<file path="config.mk">
export PLATFORM = sky130hd
export DESIGN_NAME = sec_fault_campaign_ctrl
export DESIGN_NICKNAME = d
export VERILOG_FILES = /design/src/rtl/sec_fault_campaign_ctrl.sv
export SDC_FILE = /design/constraint.sdc
export NUM_CORES = 1
export LEC_CHECK = 0
export CAP_MARGIN = 10
export CORE_MARGIN = 2
export CORE_UTILIZATION = 49
export CTS_BUF_LIST = sky130_fd_sc_hd__clkbuf_4 sky130_fd_sc_hd__clkbuf_8
export CTS_CLUSTER_SIZE = 10
export DETAILED_ROUTE_END_ITERATION = 8
export PLACE_DENSITY = 0.91
export SETUP_SLACK_MARGIN = 0.2
export SYNTH_ARGS = -nofsm -noshare
export SYNTH_HDL_FRONTEND = slang
export SYNTH_SLANG_ARGS = --single-unit
export TNS_END_PERCENT = 20
</file>
<file path="constraint.sdc">
create_clock -name clk -period 2.8 [get_ports clk]
set_input_delay 0.56 -clock clk [delete_from_list [all_inputs] [get_ports clk]]
set_output_delay 0.56 -clock clk [all_outputs]
set_load 0.1 [all_outputs]
</file>
<file path="src/rtl/sec_fault_campaign_ctrl.sv">
// Single-bit fault-injection campaign sequencer for the SEC(12,8) path: one fault-free
// baseline step, then one injected fault per codeword position, each checked at the decoder.
module sec_fault_campaign_ctrl #(
    parameter int CODE_W  = 12,
    parameter int DATA_W  = 8,
    parameter int ADDR_W  = 4,
    parameter int DEC_LAT = 1,
    parameter int CNT_W   = 4
) (
    input  logic              clk,
    input  logic              rst_n,
    input  logic              start,
    input  logic              abort,
    input  logic [DATA_W-1:0] ref_data,
    input  logic [DATA_W-1:0] dec_data,
    input  logic              dec_err,
    output logic [DATA_W-1:0] enc_data,
    output logic              fault_en,
    output logic [ADDR_W-1:0] fault_bit_addr,
    output logic              busy,
    output logic              done,
    output logic [CNT_W-1:0]  pass_cnt,
    output logic [CNT_W-1:0]  fail_cnt,
    output logic [CODE_W-1:0] fail_mask,
    output logic              baseline_fail
);

    localparam int STEP_W = $clog2(CODE_W + 1);
    localparam int WAIT_W = (DEC_LAT > 1) ? $clog2(DEC_LAT) : 1;

    typedef enum logic [2:0] {
        S_IDLE,
        S_APPLY,
        S_WAIT,
        S_CHECK,
        S_DONE
    } state_t;

    state_t              r_state, w_state_nx;
    logic [STEP_W-1:0]   r_step, w_step_nx;
    logic [WAIT_W-1:0]   r_wait, w_wait_nx;
    logic [DATA_W-1:0]   r_enc, w_enc_nx;
    logic                r_fen, w_fen_nx;
    logic [ADDR_W-1:0]   r_addr, w_addr_nx;
    logic                r_busy, w_busy_nx;
    logic                r_done, w_done_nx;
    logic [CNT_W-1:0]    r_pass, w_pass_nx;
    logic [CNT_W-1:0]    r_fail, w_fail_nx;
    logic [CODE_W-1:0]   r_mask, w_mask_nx;
    logic                r_base, w_base_nx;
    logic                w_step_ok;

    assign enc_data       = r_enc;
    assign fault_en       = r_fen;
    assign fault_bit_addr = r_addr;
    assign busy           = r_busy;
    assign done           = r_done;
    assign pass_cnt       = r_pass;
    assign fail_cnt       = r_fail;
    assign fail_mask      = r_mask;
    assign baseline_fail  = r_base;

    // Baseline step expects a clean syndrome; injected steps expect the error flag.
    assign w_step_ok = (dec_data == r_enc) && (dec_err == (r_step != '0));

    always_comb begin
        w_state_nx = r_state;
        w_step_nx  = r_step;
        w_wait_nx  = r_wait;
        w_enc_nx   = r_enc;
        w_fen_nx   = r_fen;
        w_addr_nx  = r_addr;
        w_busy_nx  = r_busy;
        w_done_nx  = 1'b0;
        w_pass_nx  = r_pass;
        w_fail_nx  = r_fail;
        w_mask_nx  = r_mask;
        w_base_nx  = r_base;

        case (r_state)
            S_IDLE: begin
                if (start) begin
                    w_enc_nx   = ref_data;
                    w_pass_nx  = '0;
                    w_fail_nx  = '0;
                    w_mask_nx  = '0;
                    w_base_nx  = 1'b0;
                    w_step_nx  = '0;
                    w_fen_nx   = 1'b0;
                    w_addr_nx  = '0;
                    w_busy_nx  = 1'b1;
                    w_state_nx = S_APPLY;
                end
            end
            S_APPLY, S_WAIT, S_CHECK: begin
                if (abort) begin
                    w_fen_nx   = 1'b0;
                    w_addr_nx  = '0;
                    w_busy_nx  = 1'b0;
                    w_state_nx = S_IDLE;
                end else if (r_state == S_APPLY) begin
                    w_wait_nx  = '0;
                    w_state_nx = (DEC_LAT == 0) ? S_CHECK : S_WAIT;
                end else if (r_state == S_WAIT) begin
                    if (r_wait == WAIT_W'(DEC_LAT - 1)) begin
                        w_state_nx = S_CHECK;
                    end else begin
                        w_wait_nx = r_wait + WAIT_W'(1);
                    end
                end else begin
                    if (w_step_ok) begin
                        w_pass_nx = r_pass + CNT_W'(1);
                    end else begin
                        w_fail_nx = r_fail + CNT_W'(1);
                        if (r_step == '0) begin
                            w_base_nx = 1'b1;
                        end
                        for (int unsigned i = 0; i < CODE_W; i++) begin
                            if (r_step == STEP_W'(i + 1)) begin
                                w_mask_nx[i] = 1'b1;
                            end
                        end
                    end
                    if (r_step == STEP_W'(CODE_W)) begin
                        w_fen_nx   = 1'b0;
                        w_addr_nx  = '0;
                        w_done_nx  = 1'b1;
                        w_state_nx = S_DONE;
                    end else begin
                        // Step s+1 injects at position s, i.e. the current step index.
                        w_step_nx  = r_step + STEP_W'(1);
                        w_fen_nx   = 1'b1;
                        w_addr_nx  = ADDR_W'(r_step);
                        w_state_nx = S_APPLY;
                    end
                end
            end
            S_DONE: begin
                w_busy_nx  = 1'b0;
                w_state_nx = S_IDLE;
            end
            default: begin
                w_fen_nx   = 1'b0;
                w_busy_nx  = 1'b0;
                w_state_nx = S_IDLE;
            end
        endcase
    end

    always_ff @(posedge clk or negedge rst_n) begin
        if (!rst_n) begin
            r_state <= S_IDLE;
            r_step  <= '0;
            r_wait  <= '0;
            r_enc   <= '0;
            r_fen   <= 1'b0;
            r_addr  <= '0;
            r_busy  <= 1'b0;
            r_done  <= 1'b0;
            r_pass  <= '0;
            r_fail  <= '0;
            r_mask  <= '0;
            r_base  <= 1'b0;
        end else begin
            r_state <= w_state_nx;
            r_step  <= w_step_nx;
            r_wait  <= w_wait_nx;
            r_enc   <= w_enc_nx;
            r_fen   <= w_fen_nx;
            r_addr  <= w_addr_nx;
            r_busy  <= w_busy_nx;
            r_done  <= w_done_nx;
            r_pass  <= w_pass_nx;
            r_fail  <= w_fail_nx;
            r_mask  <= w_mask_nx;
            r_base  <= w_base_nx;
        end
    end

endmodule

</file>
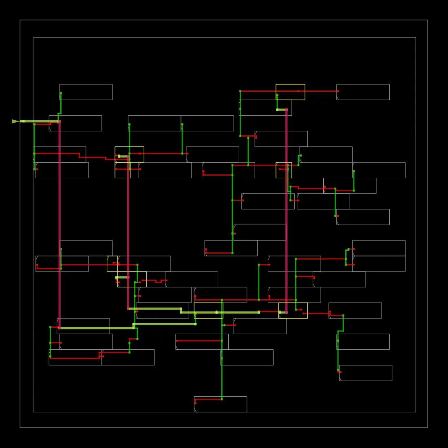
Fig. 1. The clock network (run 1).
TritonCTS Sinks: 43
Num CTS Buffers: 5

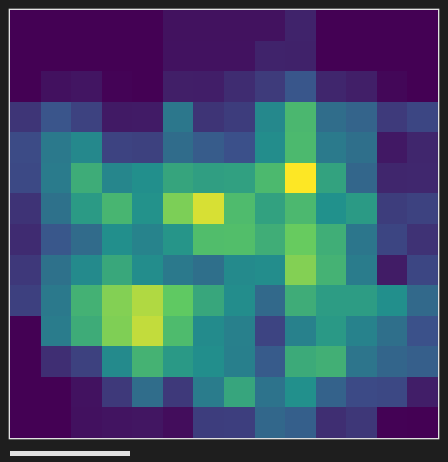
Fig. 2. Routed metal per tile (run 1).
Bar = 20 µm. 14 x 14 tiles, from dark purple (low) to yellow (high), scaled to the fullest tile. Values are wire area over tile area, all layers added.
The emptiest ninth of the die: north-west. 16% of the tiles are nearly empty. The fullest tile reaches 0.51. The mean over all tiles is 0.16. 24% of the tiles are over half the peak. The densest ninth of the die: center.
routed wire length: 5040 µm
All-Layer GR Usage: 21.4%
via count: 1873
drt wl/cell: 15.5 µm

==> results.cfg, run 1 <==
; implementation run metrics
[route]
drtPass1Iterations = 4
drt-initial-drc-count = 153
ant_nets = 0
top_layer_used = met4
met2WireLength_um = 2560

[synth]
synth.distinct_cells = 42
fp_nets = 247
synth-seq-area-share_pct = 48.8
top_cell_area_share_pct = 48.8
ys_async_sr_fraction_pct = 100
synth_flops = 43
edf_count = 0
synth-main-ff-cell = dfrtp_1

[finish]
stdcell_count = 326
area_growth_pct = 25.2
fill_cells = 346

[sta]
worstMarginPinSlew_ns = 0.953
max_slew_margin_pct = 36.5
fmax_ghz = 0.416
tns_ns = 0
period_minus_slack_ns = 2.40

[grt]
antenna_found_initial = 0
grt_pass1_vias = 1828
grt_start_max_net_pins = 44
grt_pass1_wl_um = 8380
grt_overflow = 0

[critical_path]
reg2reg_slack_ns = 0.40
reg2reg_to = fail_mask[7]

[clocking]
clk_path_buf_depth = 2
htree_levels = 2
cts_setup_buffers = 0
clk_pin_slew_ns = 0.08
hold_buffers = 0

[placement]
place_inst = 318
gp_congestion = 0.854
portBuffers = 56

[job]
tool_warnings = 29

[hold_path]
min_path_type = in -> async

[floorplan]
core_area_um2 = 4350
dieArea_um2 = 5050

[status]
status = finished clean
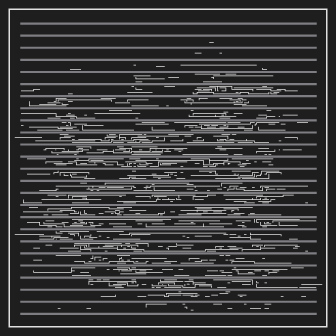
Fig. 3. Signal wires on met1 (run 1).
Supply wires on this layer in gray.
The layer carries 2090 µm of wire. 253 nets have wire on it. The wires run mostly horizontal. The layer holds 41% of the routed length.
GR Util met1: 26.7%

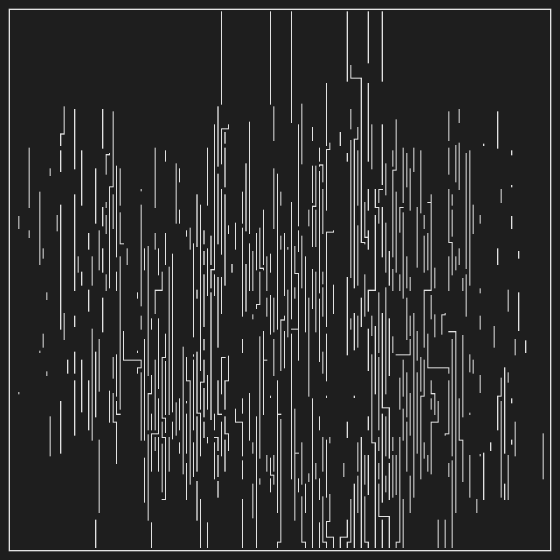
Fig. 4. The metal 2 layer (run 1).
The wires run mostly vertical. The layer carries 2560 µm of wire.
GRT met2 Usage: 35.8%

==> run 1: through the flow <==
stage                     hold WS, ns  setup slack [ns]  utilization [%]
final                           0.401             0.398             63.4
after global routing            0.476             0.256             63.4
after CTS                       0.430             0.424             63.4
after detailed placement        0.471             0.250             61.3
after global placement          0.476             0.287             61.3
after floorplan                 0.264             0.474                -
==> run 1: how the worst max path moves through the flow <==
| stage | start | cells past startpoint | endpoint |
|---|---|---|---|
| 6_report | r_step[0] | 7 | fail_mask[7] |
| 5_1_grt | r_step[0] | 7 | fail_mask[10] |
| 4_1_cts | r_step[0] | 7 | fail_mask[7] |
| 3_5_place_dp | dec_data[3] | 6 | fail_mask[7] |
| 3_3_place_gp | start | 6 | fail_mask[8] |
| 2_1_floorplan | enc_data[3] | 6 | fail_mask[10] |
==> run 1: layer usage <==
metal | up-vias | global-route usage, %
met4 | 0 | 7.55
met2 | 54 | 35.8
met3 | 7 | 5.98
li1 | 883 | -
met5 | - | 0
met1 | 929 | 26.7
==> run 1: layout by cell type (no fill, tap or decap), types with 2 or more instances in the layout <==
cell	instances
buf_4	39
nor4_1	2
dfrtp_1	43
a22o_1	5
nand4_1	3
inv_1	4
nand3_1	3
clkdlybuf4s50_1	19
nor2_1	16
or2_1	2
ha_1	6
nor2b_1	5
nor3_1	3
mux2_2	2
o41ai_1	2
a211o_1	2
xor2_1	11
a32o_1	11
and3_1	5
a21oi_1	14
nand2_1	45
clkbuf_8	5
o21ai_0	5
==> run 1: cells by family (layout without fill, tap and decap cells) <==
group | after synthesis | after routing | synth area share [%]
buffers and inverters | 17 | 71 | 4.60
muxes | 3 | 3 | 1.48
xor gates and xnor gates | 12 | 12 | 4.77
DFF | 43 | 43 | 48.8
adders and majority gates | 6 | 6 | 3.41
AOI/OAI and AO/OA | 49 | 49 | 17.2
and+or+nand+nor | 90 | 90 | 19.7
==> run 1: area by class of cell <==
cell class                 count  area share (%)
clock buffer                   6            2.77
clock inverter                 2           0.454
inverter                       4           0.544
multi-input combinational    160            37.2
sequential                    43            39.0
tap                           52            2.36
timing repair buffer          59            17.7
==> run 1: registers in the layout, indices dropped and copies added, names as in the netlist, 3 cells and up <==
name / flops
enc_data: 8
fail_cnt: 4
fail_mask: 12
fault_bit_addr: 4
pass_cnt: 4
r_state: 3
r_step: 4
==> run 1: critical path, stage by stage, from the launching register on <==
cell     delay [ns]
dfrtp_1        0.45
inv_1          0.15
ha_1           0.27
nor3b_2        0.23
xor2_1         0.20
nand4_1        0.25
or2_1          0.44
a32o_1         0.31
## Run 2: what changed since run 1
Settings changed: CTS_CLUSTER_SIZE 10 to 20, TNS_END_PERCENT 20 to 5.
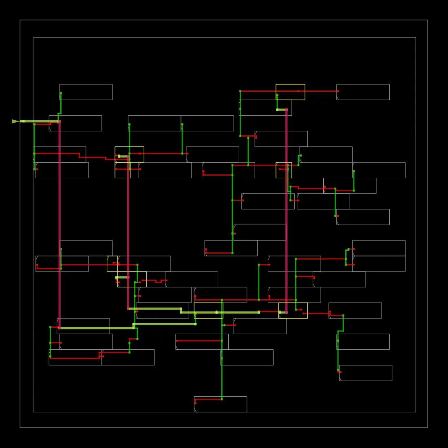
Fig. 5. The clock network (run 2).
CLK BUF: 6
sequential cell count: 43
clock skew: 0.0133 ns

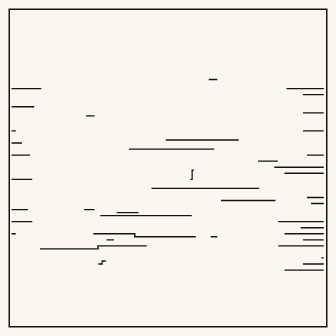
Fig. 6. Met3 routing (run 2).
The layer carries 291 µm of wire. The layer holds 5.8% of the routed length. 36 nets have wire on it. The longest straight run is 23.9 µm.
met3 usage: 5.98%

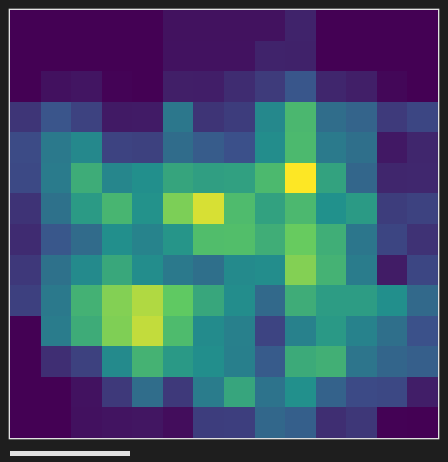
Fig. 7. Routed metal per tile (run 2).
Bar = 20 µm. 14 x 14 tiles, from dark purple (low) to yellow (high), scaled to the fullest tile. Values are wire area over tile area, all layers added.
The fullest tile reaches 0.51. The mean over all tiles is 0.16. 24% of the tiles are over half the peak. The densest ninth of the die: center.

==> results.cfg, run 2 <==
; implementation run metrics
[clocking]
hold_buffers = 0
cts_setup_buffers = 0
clk_pin_slew_ns = 0.08
htree_levels = 2
clk_path_buf_depth = 2
clock-sinks = 43

[sta]
max_slew_margin_pct = 36.5
fmax_ghz = 0.416
tns_ns = 0
period_minus_slack_ns = 2.40
holdWs_ns = 0.401

[finish]
lay_top_cells = nand2_1, dfrtp_1, buf_4
largest_reg_flops = 12
utilization_pct = 63.4
final_common_cell = nand2_1

[route]
drtPass1Iterations = 4
drt-initial-drc-count = 153
vias = 1873
drt-total-wl_um = 5040

[grt]
grt_pass1_vias = 1828
busiest_layer = met2
track_usage_pct = 21.4
grt_overflow = 0
gr-usage-met1_pct = 26.7
use_met2_pct = 35.8
grt_start_max_net_pins = 44
antenna_found_initial = 0

[synth]
edf_count = 0
synth-seq-area-share_pct = 48.8
synth-main-ff-cell = dfrtp_1
ys_async_sr_fraction_pct = 100
synth.distinct_cells = 42
fp_nets = 247
synth_flops = 43

[floorplan]
core_area_um2 = 4350
dieArea_um2 = 5050

[critical_path]
reg2reg_slack_ns = 0.40
cp_slowest_stage_delay_ns = 0.45

[status]
status = finished clean

[job]
tool_warnings = 29
## run 2: logic make-up (layout without fill, tap and decap cells)
family                   after synthesis  after routing  synth area share, %
buffers and inverters                 17             71                 4.60
adder cells (fa/ha/maj)                6              6                 3.41
XOR/XNOR                              12             12                 4.77
multiplexers                           3              3                 1.48
AND/OR/NAND/NOR                       90             90                 19.7
AND-OR/OR-AND                         49             49                 17.2
flip-flops                            43             43                 48.8
## run 2: worst max-delay path by stage
stage	startpoint	end	slack, ns	cells after the start
floorplan	enc_data[3]	fail_mask[10]	0.47	6
global placement	start	fail_mask[8]	0.29	6
detailed placement	dec_data[3]	fail_mask[7]	0.25	6
CTS	r_step[0]	fail_mask[7]	0.42	7
global route	r_step[0]	fail_mask[10]	0.26	7
finish	r_step[0]	fail_mask[7]	0.40	7
## run 2: per-stage QoR
stage                     setup WS (ns)  cell area (µm²)  instances
after floorplan                   0.474             2200        220
after global placement            0.287             2670        318
after detailed placement          0.250             2670        318
after CTS                         0.424             2760        326
after global routing              0.256             2760        326
final                             0.398             2760        326
## run 2: cell type report
type                    count  area [µm²]
multi-input cells         160        1030
inverters                   4        15.0
well taps                  52        65.1
fillers                   346        1600
clock buffers               6        76.3
clock inverters             2        12.5
repair buffers             59         488
flip-flops and latches     43        1080
## run 2: critical path: cells and delay by family, from the launching register on
kind / cells / cell delay (ns)
AND/OR/NAND/NOR: 3 / 0.92
AND-OR/OR-AND: 1 / 0.31
buffers and inverters: 1 / 0.15
adder cells (fa/ha/maj): 1 / 0.27
flip-flops: 1 / 0.45
XOR/XNOR: 1 / 0.20
## run 2: routing by layer
layer,wire (µm),share of wire (%)
met4,97,1.9
met3,291,5.8
met1,2090,41
met2,2560,51
met5,0,0
## Run 3: what changed since run 2
Settings changed: CAP_MARGIN 10 to unset.
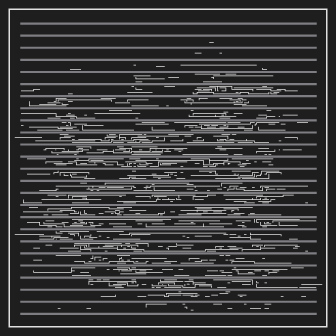
Fig. 8. Signal wires on met1 (run 3).
Supply wires on this layer in gray.
253 nets have wire on it. The layer carries 2090 µm of wire.

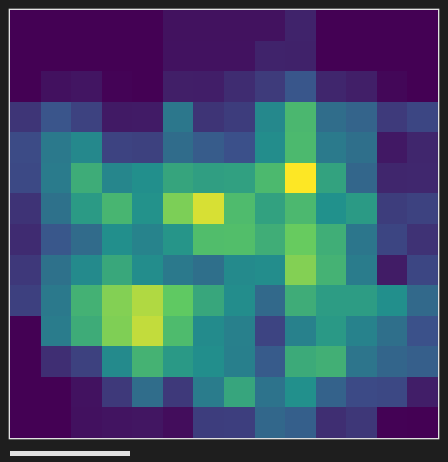
Fig. 9. Routed metal per tile (run 3).
Bar = 20 µm. 14 x 14 tiles, from dark purple (low) to yellow (high), scaled to the fullest tile. Values are wire area over tile area, all layers added.
16% of the tiles are nearly empty. The fullest tile reaches 0.51. The emptiest ninth of the die: north-west.

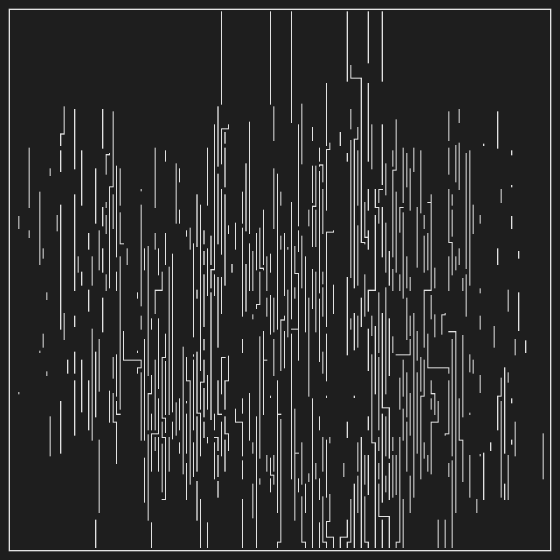
Fig. 10. The metal 2 layer (run 3).
The layer carries 2560 µm of wire. The wires run mostly vertical. 268 nets have wire on it.

==> results.cfg, run 3 <==
; implementation run metrics
[sta]
max_slew_margin_pct = 36.5
fmax_ghz = 0.416
holdWs_ns = 0.401

[synth]
fp_nets = 247
synth_flops = 43
synth-main-ff-cell = dfrtp_1
ys_async_sr_fraction_pct = 100
synth-seq-area-share_pct = 48.8
synth.distinct_cells = 42

[finish]
largest_reg_flops = 12
lay_top_cells = nand2_1, dfrtp_1, buf_4
stdcell_count = 326

[clocking]
htree_levels = 2
clock-sinks = 43
hold_buffers = 0
clk_pin_slew_ns = 0.08

[grt]
grt_start_max_net_pins = 44
gr-usage-met1_pct = 26.7
track_usage_pct = 21.4
antenna_found_initial = 0
grt_overflow = 0
met3_usage_pct = 5.98

[critical_path]
reg2reg_slack_ns = 0.40

[route]
vias = 1873
drt-initial-drc-count = 153
drt-total-wl_um = 5040
drtPass1Iterations = 4

[floorplan]
dieArea_um2 = 5050

[placement]
place_ws_ns = 0.250
place_inst = 318

[status]
status = finished clean

[job]
tool_warnings = 29
[run 3: cell counts after synthesis]
Identical to the previous run, type by type.
[run 3: worst max-delay path, stage by stage, from the launching register on]
cell and delay, ns:
dfrtp_1 0.45, inv_1 0.15, ha_1 0.27, nor3b_2 0.23, xor2_1 0.20, nand4_1 0.25, or2_1 0.44, a32o_1 0.31
[run 3: layer usage]
layer | share of wire (%) | vias up
li1 | - | 883
met1 | 41 | 929
met2 | 51 | 54
met3 | 5.8 | 7
met4 | 1.9 | 0
met5 | 0 | -
[run 3: area by class of cell]
type                       instances  area (µm²)
clock buffer                       6        76.3
clock inverter                     2        12.5
fill                             346        1600
inverter                           4        15.0
multi-input combinational        160        1030
sequential                        43        1080
tap                               52        65.1
timing repair buffer              59         488
[run 3: cell families after synthesis]
kind of cell               count (synthesis)  synth area share (%)
DFF                                       43                  48.8
muxes                                      3                  1.48
buffers and inverters                     17                  4.60
xor gates and xnor gates                  12                  4.77
and+or+nand+nor                           90                  19.7
adders and majority gates                  6                  3.41
AOI/OAI and AO/OA                         49                  17.2
[run 3: how the worst max path moves through the flow]
stage / startpoint / end / slack, ns
global placement: start / fail_mask[8] / 0.29
finish: r_step[0] / fail_mask[7] / 0.40
global route: r_step[0] / fail_mask[10] / 0.26
CTS: r_step[0] / fail_mask[7] / 0.42
detailed placement: dec_data[3] / fail_mask[7] / 0.25
floorplan: enc_data[3] / fail_mask[10] / 0.47
[run 3: through the flow]
stage | utilization, % | area (µm²)
6_report | 63.4 | 2760
3_3_place_gp | 61.3 | 2670
2_1_floorplan | - | 2200
3_5_place_dp | 61.3 | 2670
5_1_grt | 63.4 | 2760
4_1_cts | 63.4 | 2760
